### src/rtl/communication_tx_arbiter_n_if.sv
// Source-FIFO read side and TX-FIFO write side of the N-channel TX arbiter.
// master = arbiter, slave = FIFO environment.
interface communication_tx_arbiter_n_if #(
  parameter int unsigned NUM_CH = 4,
  parameter int unsigned DATA_W = 32,
  parameter int unsigned TAG_W  = 8
);
  logic [NUM_CH-1:0]        src_fifo_empty;
  logic [NUM_CH*DATA_W-1:0] src_fifo_data;
  logic [NUM_CH-1:0]        src_fifo_re;
  logic                     tx_fifo_full;
  logic                     tx_fifo_we;
  logic [TAG_W+DATA_W-1:0]  tx_fifo_data;

  modport master (
    input  src_fifo_empty, src_fifo_data, tx_fifo_full,
    output src_fifo_re, tx_fifo_we, tx_fifo_data
  );

  modport slave (
    output src_fifo_empty, src_fifo_data, tx_fifo_full,
    input  src_fifo_re, tx_fifo_we, tx_fifo_data
  );
endinterface

### src/rtl/communication_tx_arbiter_n.sv
// Drains NUM_CH source FIFOs into one TX FIFO, tagging each word with its channel.
// Round-robin or fixed-priority grants with a programmable burst length per grant.
module communication_tx_arbiter_n #(
  parameter int unsigned NUM_CH    = 4,
  parameter int unsigned DATA_W    = 32,
  parameter int unsigned TAG_W     = 8,
  parameter int unsigned BURST_MAX = 16,
  parameter int unsigned CNT_W     = $clog2(BURST_MAX + 1),
  localparam int unsigned GNT_W    = (NUM_CH > 1) ? $clog2(NUM_CH) : 1
) (
  input  logic                      clk,
  input  logic                      rst_n,
  input  logic                      arb_mode,
  input  logic [CNT_W-1:0]          burst_len,
  communication_tx_arbiter_n_if.master bus,
  output logic [GNT_W-1:0]          grant_ch,
  output logic                      busy
);

  typedef enum logic [1:0] {S_IDLE, S_BURST, S_DRAIN} state_t;

  state_t                  state;
  logic [GNT_W-1:0]        rr_ptr;
  logic [CNT_W-1:0]        burst_l;
  logic [CNT_W-1:0]        count;
  logic                    in_flight;
  logic [TAG_W+DATA_W-1:0] data_hold;

  logic                    sel_valid;
  logic [GNT_W-1:0]        sel_ch;
  logic [GNT_W-1:0]        scan_ch;
  logic [CNT_W-1:0]        len_eff;
  logic                    grant_empty;
  logic                    re_ok;
  logic [DATA_W-1:0]       src_word;
  logic [TAG_W+DATA_W-1:0] tx_word;

  // Channel selection: rotate from rr_ptr, or strict index order in priority mode.
  always_comb begin
    sel_valid = 1'b0;
    sel_ch    = '0;
    scan_ch   = '0;
    for (int unsigned i = 0; i < NUM_CH; i++) begin
      scan_ch = arb_mode ? GNT_W'(i) : GNT_W'((32'(rr_ptr) + i) % NUM_CH);
      if (!sel_valid && !bus.src_fifo_empty[scan_ch]) begin
        sel_valid = 1'b1;
        sel_ch    = scan_ch;
      end
    end
  end

  // Burst length 0 means one word; anything above BURST_MAX saturates.
  always_comb begin
    if (burst_len == '0)
      len_eff = CNT_W'(1);
    else if (32'(burst_len) > BURST_MAX)
      len_eff = CNT_W'(BURST_MAX);
    else
      len_eff = burst_len;
  end

  always_comb begin
    src_word = '0;
    for (int unsigned k = 0; k < NUM_CH; k++) begin
      if (GNT_W'(k) == grant_ch) src_word = bus.src_fifo_data[k*DATA_W +: DATA_W];
    end
  end

  // Read enable looks at this cycle's empty/full so it can never hit an empty source.
  always_comb begin
    grant_empty = bus.src_fifo_empty[grant_ch];
    re_ok       = (state == S_BURST) && !grant_empty && !bus.tx_fifo_full && (count < burst_l);
  end

  assign bus.src_fifo_re  = re_ok ? (NUM_CH'(1) << grant_ch) : '0;
  assign tx_word          = in_flight ? {TAG_W'(grant_ch), src_word} : data_hold;
  assign bus.tx_fifo_data = tx_word;
  assign bus.tx_fifo_we   = in_flight;

  always_ff @(posedge clk or negedge rst_n) begin
    if (!rst_n) begin
      state     <= S_IDLE;
      rr_ptr    <= '0;
      grant_ch  <= '0;
      burst_l   <= '0;
      count     <= '0;
      in_flight <= 1'b0;
      data_hold <= '0;
      busy      <= 1'b0;
    end else begin
      in_flight <= re_ok;
      if (in_flight) data_hold <= tx_word;
      case (state)
        S_IDLE: begin
          if (sel_valid) begin
            grant_ch <= sel_ch;
            burst_l  <= len_eff;
            count    <= '0;
            state    <= S_BURST;
            busy     <= 1'b1;
          end
        end
        S_BURST: begin
          if (re_ok) count <= count + CNT_W'(1);
          if ((re_ok && (count + CNT_W'(1) == burst_l)) || (!re_ok && grant_empty)
              || (count >= burst_l))
            state <= S_DRAIN;
        end
        S_DRAIN: begin
          // Last word drains through the write path this cycle.
          rr_ptr <= (grant_ch == GNT_W'(NUM_CH - 1)) ? '0 : grant_ch + GNT_W'(1);
          state  <= S_IDLE;
          busy   <= 1'b0;
        end
        default: begin
          state <= S_IDLE;
          busy  <= 1'b0;
        end
      endcase
    end
  end

endmodule

### src/flat_wrapper.sv
// flat-port wrapper written by rule: the top's interface ports become plain ports
module communication_tx_arbiter_n_flat 
#(
  parameter int unsigned NUM_CH    = 4,
  parameter int unsigned DATA_W    = 32,
  parameter int unsigned TAG_W     = 8,
  parameter int unsigned BURST_MAX = 16,
  parameter int unsigned CNT_W     = $clog2(BURST_MAX + 1),
  localparam int unsigned GNT_W    = (NUM_CH > 1) ? $clog2(NUM_CH) : 1
)
  (clk, rst_n, arb_mode, burst_len, grant_ch, busy, bus_src_fifo_empty, bus_src_fifo_data, bus_tx_fifo_full, bus_src_fifo_re, bus_tx_fifo_we, bus_tx_fifo_data);
  communication_tx_arbiter_n_if #(.NUM_CH(NUM_CH), .DATA_W(DATA_W), .TAG_W(TAG_W)) bus_i ();
  input  logic clk;
  input  logic rst_n;
  input  logic arb_mode;
  input  logic [CNT_W-1:0] burst_len;
  output logic [GNT_W-1:0] grant_ch;
  output logic busy;
  input wire logic [$bits(bus_i.src_fifo_empty)-1:0] bus_src_fifo_empty;
  input wire logic [$bits(bus_i.src_fifo_data)-1:0] bus_src_fifo_data;
  input wire logic [$bits(bus_i.tx_fifo_full)-1:0] bus_tx_fifo_full;
  output wire logic [$bits(bus_i.src_fifo_re)-1:0] bus_src_fifo_re;
  output wire logic [$bits(bus_i.tx_fifo_we)-1:0] bus_tx_fifo_we;
  output wire logic [$bits(bus_i.tx_fifo_data)-1:0] bus_tx_fifo_data;
  assign bus_i.src_fifo_empty = bus_src_fifo_empty;
  assign bus_i.src_fifo_data = bus_src_fifo_data;
  assign bus_i.tx_fifo_full = bus_tx_fifo_full;
  assign bus_src_fifo_re = bus_i.src_fifo_re;
  assign bus_tx_fifo_we = bus_i.tx_fifo_we;
  assign bus_tx_fifo_data = bus_i.tx_fifo_data;
  communication_tx_arbiter_n #(.NUM_CH(NUM_CH), .DATA_W(DATA_W), .TAG_W(TAG_W), .BURST_MAX(BURST_MAX), .CNT_W(CNT_W)) u_core (.clk(clk), .rst_n(rst_n), .arb_mode(arb_mode), .burst_len(burst_len), .bus(bus_i), .grant_ch(grant_ch), .busy(busy));
endmodule
### config.mk
export PLATFORM = sky130hd
export DESIGN_NAME = communication_tx_arbiter_n_flat
export DESIGN_NICKNAME = d
export VERILOG_FILES = /design/src/rtl/communication_tx_arbiter_n_if.sv /design/src/rtl/communication_tx_arbiter_n.sv /design/src/flat_wrapper.sv
export SDC_FILE = /design/constraint.sdc
export NUM_CORES = 1
export LEC_CHECK = 0
export CAP_MARGIN = 20
export CORE_MARGIN = 2
export CORE_UTILIZATION = 42
export DETAILED_ROUTE_END_ITERATION = 10
export MAX_ROUTING_LAYER = met4
export PLACE_DENSITY = 0.9
export RECOVER_POWER = 50
export SLEW_MARGIN = 30
export SYNTH_ARGS = -nofsm -noshare
export SYNTH_HDL_FRONTEND = slang
export SYNTH_SLANG_ARGS = --single-unit
### constraint.sdc
create_clock -name clk -period 2.7 [get_ports clk]
set_clock_uncertainty 0.1 [all_clocks]
set_input_delay 0.27 -clock clk [delete_from_list [all_inputs] [get_ports clk]]
set_output_delay 0.27 -clock clk [all_outputs]
set_load 0.01 [all_outputs]
==> impl_metrics.tcl, run 1 <==
# flow metrics
set metrics [dict create \
    regToRegStartpoint "u_core.rr_ptr[1]$_DFFE_PN0N_" \
    slew-limit-headroom_pct 50.79 \
    grt_pass1_wl_um 20280 \
    postRouteAntennaNets 0 \
    port_buffers 188 \
    ys_ff 58 \
    synth_seq_share_pct 36.10 \
    min_path_type "register to register" \
    drive_gt1_share_pct 12.64 \
    synthesis.nets 680 \
    ys_async_sr_fraction_pct 100.0 \
    cp-start-kind "register" \
    syn2layout_area_growth_pct 59.13 \
    syn_avg_cell_area_um2 7.599 \
    finalSetupViolCount 0 \
    cpPeakStageDelay_ps 400 \
    wire_per_inst_um 16.22 \
    nNetsFinal 866 \
    fin_ws_ps 58.63 \
    hold_violations 0 \
    tool_warnings 30 \
    grt_usage_pct 25.51 \
    fin_cells 849 \
    avgViaCountPerCell 5.330 \
    setup_tns_ps 0 \
    post-route-util_pct 68.91 \
    lay_top_count "a21oi_1" \
    cts_num_sinks 58 \
    vias 4525 \
    min_from "u_core.data_hold[35]$_DFFE_PN0P_" \
    worstHoldEndpoint "u_core.data_hold[35]$_DFFE_PN0P_" \
    cp.depth 10 \
    synth_warnings 0 \
    dp_cells 824 \
    drt_iter0_markers 177 \
    rsz0062_at_grt "true" \
    htreeDepth 3 \
    yosys_cells 529 \
    path_clk_slew_ps 70 \
    diodes 0 \
    tritoncts "yes" \
    worstPathRequired_ps 2330 \
    finalMaxSlewViolations 0 \
    grt_max_degree 59 \
    dp_hpwl_um 9616 \
    antenna_found_initial 0 \
    ys_area_mm2 0.004020 \
    final.period_utilization_pct 97.83 \
    slowest_stage "dfrtp_1" \
    tightest_slew_ps 738.1 \
    path_common_cell "a21oi_1" \
    status "finished clean" \
    cts_buffer_depth 2 \
    remaining_drc_errors 0 \
    cts_root_buf "clkbuf_8" \
]
run 1: Yosys cell counts (all sizes together), types with 4 or more instances:
cell,n,area share [%]
nand2,44,4.1
ha,10,3.1
xnor2,4,0.87
nor2,73,6.8
nand2b,9,1.4
clkbuf,36,3.4
o31ai,5,0.93
and2,4,0.62
nand3,11,1.6
buf,7,1.3
nand3b,33,6.2
nor2b,15,2.7
o211ai,4,0.75
inv,14,1.3
a21oi,163,20
dfrtp,58,36
o21ai,10,1.2
mux2,6,1.8
run 1: sequential cells by signal, indices dropped and copies added (netlist names):
name and cells:
u_core.burst_l 5, u_core.count 5, u_core.state 2, u_core.busy 1
u_core.data_hold 40, u_core.rr_ptr 2, u_core.bus.tx_fifo_we 1, u_core.grant_ch 2
run 1: what timing repair did:
| action | 4_1_cts | 5_1_grt |
|---|---|---|
| endpoints found under the hold margin | 31 | 0 |
| pin swaps | 1 | 1 |
| buffers inserted | 3 | 2 |
| resized | 49 | 38 |
| hold buffers | 1 | 0 |
| cloned | 2 | 1 |
| setup endpoints to repair | 36 | 30 |
run 1: metal layers:
| layer | wire [um] | vias to the layer above | GRT usage, % |
|---|---|---|---|
| met5 | 0 | - | - |
| met4 | 184 | 0 | 6.872 |
| met3 | 993 | 19 | 4.925 |
| met2 | 7078 | 165 | 46.86 |
| met1 | 5514 | 2130 | 28.17 |
| li1 | - | 2211 | - |
run 1: logic make-up after synthesis:
family                   after synthesis  share of synthesized area [%]
AND/OR/NAND/NOR                      194                          24.18
adder cells (fa/ha/maj)               10                          3.112
AND-OR/OR-AND                        195                          26.49
flip-flops                            58                          36.10
multiplexers                           8                          2.583
XOR/XNOR                               7                          1.525
buffers and inverters                 57                          6.007
run 1: layout make-up:
type	count	area [um2]
Inverter	14	52.55
Clock buffer	14	172.7
Timing Repair Buffer	218	2152
Tap cell	129	161.4
Multi-Input combinational cell	414	2392
Clock inverter	2	10.01
Fill cell	764	2887
Sequential cell	58	1456
run 1: worst max-delay path by stage:
stage	startpoint	to	slack [ps]
floorplan	u_core.grant_ch[1]$_DFFE_PN0P_	bus_tx_fifo_data[10]	480
global placement	bus_src_fifo_empty[3]	bus_src_fifo_re[3]	-100
detailed placement	bus_src_fifo_empty[2]	bus_src_fifo_re[2]	-160
CTS	u_core.burst_l[3]$_DFFE_PN0P_	bus_src_fifo_re[3]	8
global route	u_core.grant_ch[0]$_DFFE_PN0P_	bus_tx_fifo_data[26]	-40
finish	u_core.grant_ch[1]$_DFFE_PN0P_	bus_tx_fifo_data[10]	60
run 1: per-stage QoR:
step / instance area [um2]
global placement: 6113
global route: 6397
finish: 6397
floorplan: 4020
detailed placement: 6113
CTS: 6387
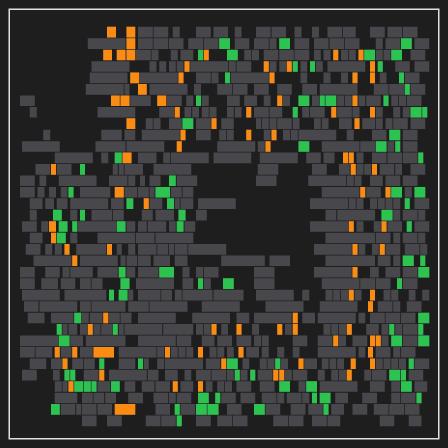
*Selected gate families, run 1*
color	family	cells	where
green	nand cells	97	all over the die
orange	nor cells	90	all over the die

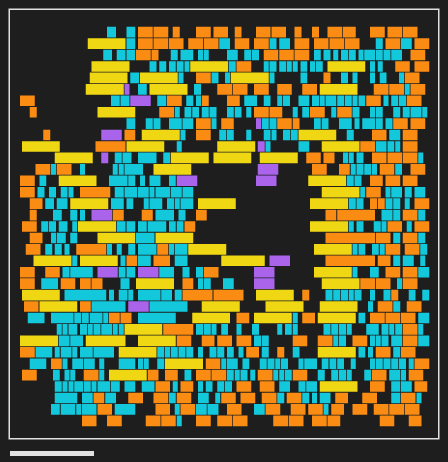
*Cells colored by class, run 1*
Bar = 20 um.
color	class	cells	share of their area
cyan	remaining logic cells	428	39%
orange	remaining buffers and delay cells	218	35%
yellow	registers	58	23%
purple	clock drivers and dummy loads	16	2.9%

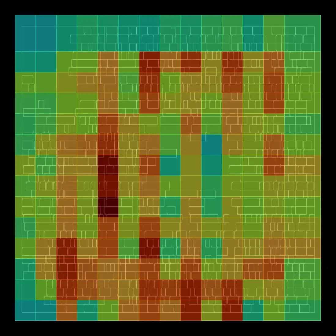
*Track usage over the die, run 1*
layer with the highest usage: met2
met1 usage: 28.17%
GRT met2 Usage: 46.86%

### Wiring by layer, run 1

Bar = 20 um. Only two layers are drawn.
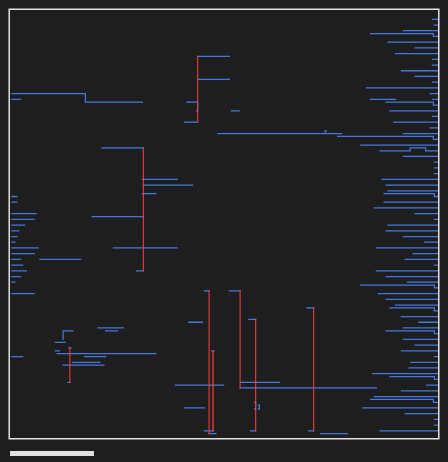

==> inputs of run 2 (changes only) <==
==> constraint.sdc (replaced) <==
create_clock -name clk -period 2.7 [get_ports clk]
set_clock_uncertainty 0.1 [all_clocks]
set_input_delay 0.27 -clock clk [delete_from_list [all_inputs] [get_ports clk]]
set_output_delay 0.27 -clock clk [all_outputs]
set_load 0.1 [all_outputs]
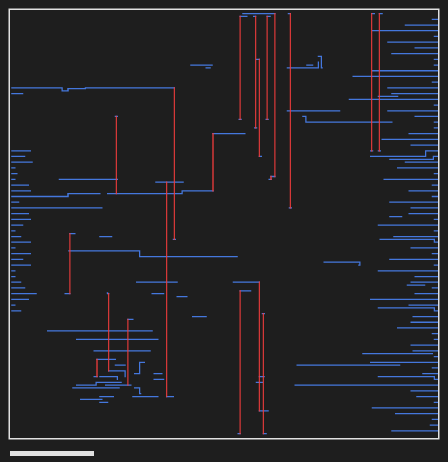
*Wiring by layer, run 2*
Bar = 20 um. Only two layers are drawn.
color	layer	wire length
red	M4	514 um
blue	M3	1110 um
gr usage total: 27.03%
total routed wirelength: 14270 um
via count: 4678

==> run 2 against run 1 <==
Clock-buffer cell count down 4; die area stayed put; wire length grew 3.6%; global-route usage is 1.5 points higher; synthesized cell count unchanged.
==> impl_metrics.tcl, run 2 <==
# flow metrics
set metrics [dict create \
    status "finished clean" \
    dr.pass1.iters 5 \
    final.period_utilization_pct 98.41 \
    rsz0062_at_grt "true" \
    largest_register_ffs 40 \
    slew-limit-headroom_pct 2.585 \
    finalMaxSlewViolations 0 \
    met1_length_um 5399 \
    dr_wl_met3_um 1113 \
    top_regs "u_core.data_hold: 40 flops, u_core.burst_l: 5 flops, u_core.count: 5 flops" \
    ys_async_sr_fraction_pct 100.0 \
    syn2layout_area_growth_pct 82.73 \
    syn_avg_cell_area_um2 7.599 \
    postRouteAntennaNets 0 \
    cts_num_sinks 58 \
    postPlaceCellArea_mm2 0.006904 \
    dp_hpwl_um 10200 \
    nNetsFinal 863 \
    min_path_type "register to register" \
    drive_gt1_share_pct 25.66 \
    final-seq-area_mm2 0.001463 \
    htreeDepth 3 \
    remaining_drc_errors 0 \
    slowest_stage "dfrtp_4" \
    fin_cells 846 \
    synth_seq_share_pct 36.10 \
    avgViaCountPerCell 5.530 \
    setup_tns_ps 0 \
    ys_ff 58 \
    fillCellCount 586 \
    path_common_cell "a21oi_1" \
    ys_area_mm2 0.004020 \
    tightest_slew_ps 1461 \
    port_buffers 188 \
    cp-start-kind "register" \
    most_common_cell "a21oi_1" \
    grt_max_degree 59 \
    diodes 0 \
    finalSetupViolCount 0 \
    top_area_share_pct 36.10 \
    cts_root_buf "clkbuf_8" \
    grt_pass1_wl_um 21270 \
    max_flop_register "u_core.data_hold" \
    yosys_cells 529 \
    path_clk_slew_ps 70 \
    area_leaders "dfrtp_1 (36%), a21oi_1 (20%), nor2_1 (6.8%)" \
    drt_iter0_markers 215 \
    fin_area_mm2 0.007346 \
    tritoncts "yes" \
    antenna_found_initial 0 \
    synth_warnings 0 \
]
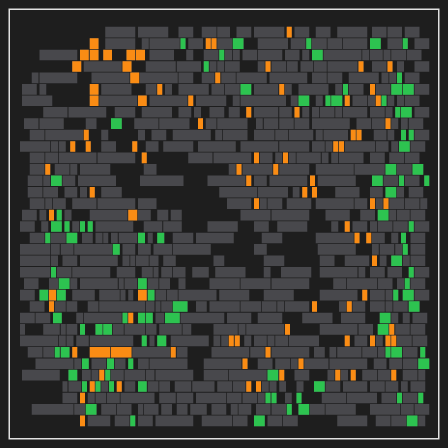
*Selected gate families, run 2*
color	family	cells	where
orange	nor cells	90	all over the die
green	nand cells	97	all over the die

run 2: area by class of cell:
cell class	count	share of cell area [%]
inverters	14	0.7835
repair buffers	215	35.19
flip-flops and latches	58	19.91
multi-input cells	414	38.95
clock inverters	6	1.090
clock buffers	10	1.874
well taps	129	2.197
run 2: routing by layer:
metal / track usage, % / vias up
met1: 29.37 / 2211
li1: - / 2203
met5: - / -
met3: 5.882 / 41
met2: 47.52 / 223
met4: 11.69 / 0
run 2: stage by stage:
stage / util [%] / setup slack [ps]
6_report: 79.12 / 43.03
5_1_grt: 79.12 / -39.67
4_1_cts: 77.21 / -34.51
3_5_place_dp: 74.37 / 127.9
3_3_place_gp: 74.37 / 226.8
2_1_floorplan: - / -90.57
run 2: critical path: cells and delay by family (launching register included):
kind / cells / cell delay [ps]
AND-OR/OR-AND: 4 / 590
buffers and inverters: 3 / 510
AND/OR/NAND/NOR: 1 / 70
adder cells (fa/ha/maj): 1 / 220
flip-flops: 1 / 520
run 2: cell families after synthesis:
family / Yosys count / share of synthesized area, %
compound gates: 195 / 26.49
simple gates: 194 / 24.18
flops: 58 / 36.10
buf+inv: 57 / 6.007
fa+ha+maj: 10 / 3.112
mux: 8 / 2.583
xor+xnor: 7 / 1.525
run 2: timing repair:
action                     CTS  global route
hold buffers                 1             0
pin swaps                    2             4
buffers inserted             1             5
hold endpoints to repair    10             0
gates cloned                 0             0
resized                     10            37
setup endpoints to repair   30            36
run 2: path summary, 6_finish.rpt:
check | start | endpoint | slack (ps) | cells after the start
setup / recovery | u_core.grant_ch[0]$_DFFE_PN0P_ | bus_tx_fifo_data[9] | 40 | 9
hold / removal | u_core.data_hold[37]$_DFFE_PN0P_ | u_core.data_hold[37]$_DFFE_PN0P_ | 400 | 1
setup reg to reg | u_core.rr_ptr[0]$_DFFE_PN0N_ | u_core.count[2]$_DFFE_PN0P_ | 370 | 7
hold reg to reg | u_core.data_hold[37]$_DFFE_PN0P_ | u_core.data_hold[37]$_DFFE_PN0P_ | 400 | 1
max in group asynchronous | rst_n | u_core.grant_ch[0]$_DFFE_PN0P_ | 640 | 3
min in group asynchronous | rst_n | u_core.data_hold[39]$_DFFE_PN0P_ | 790 | 3
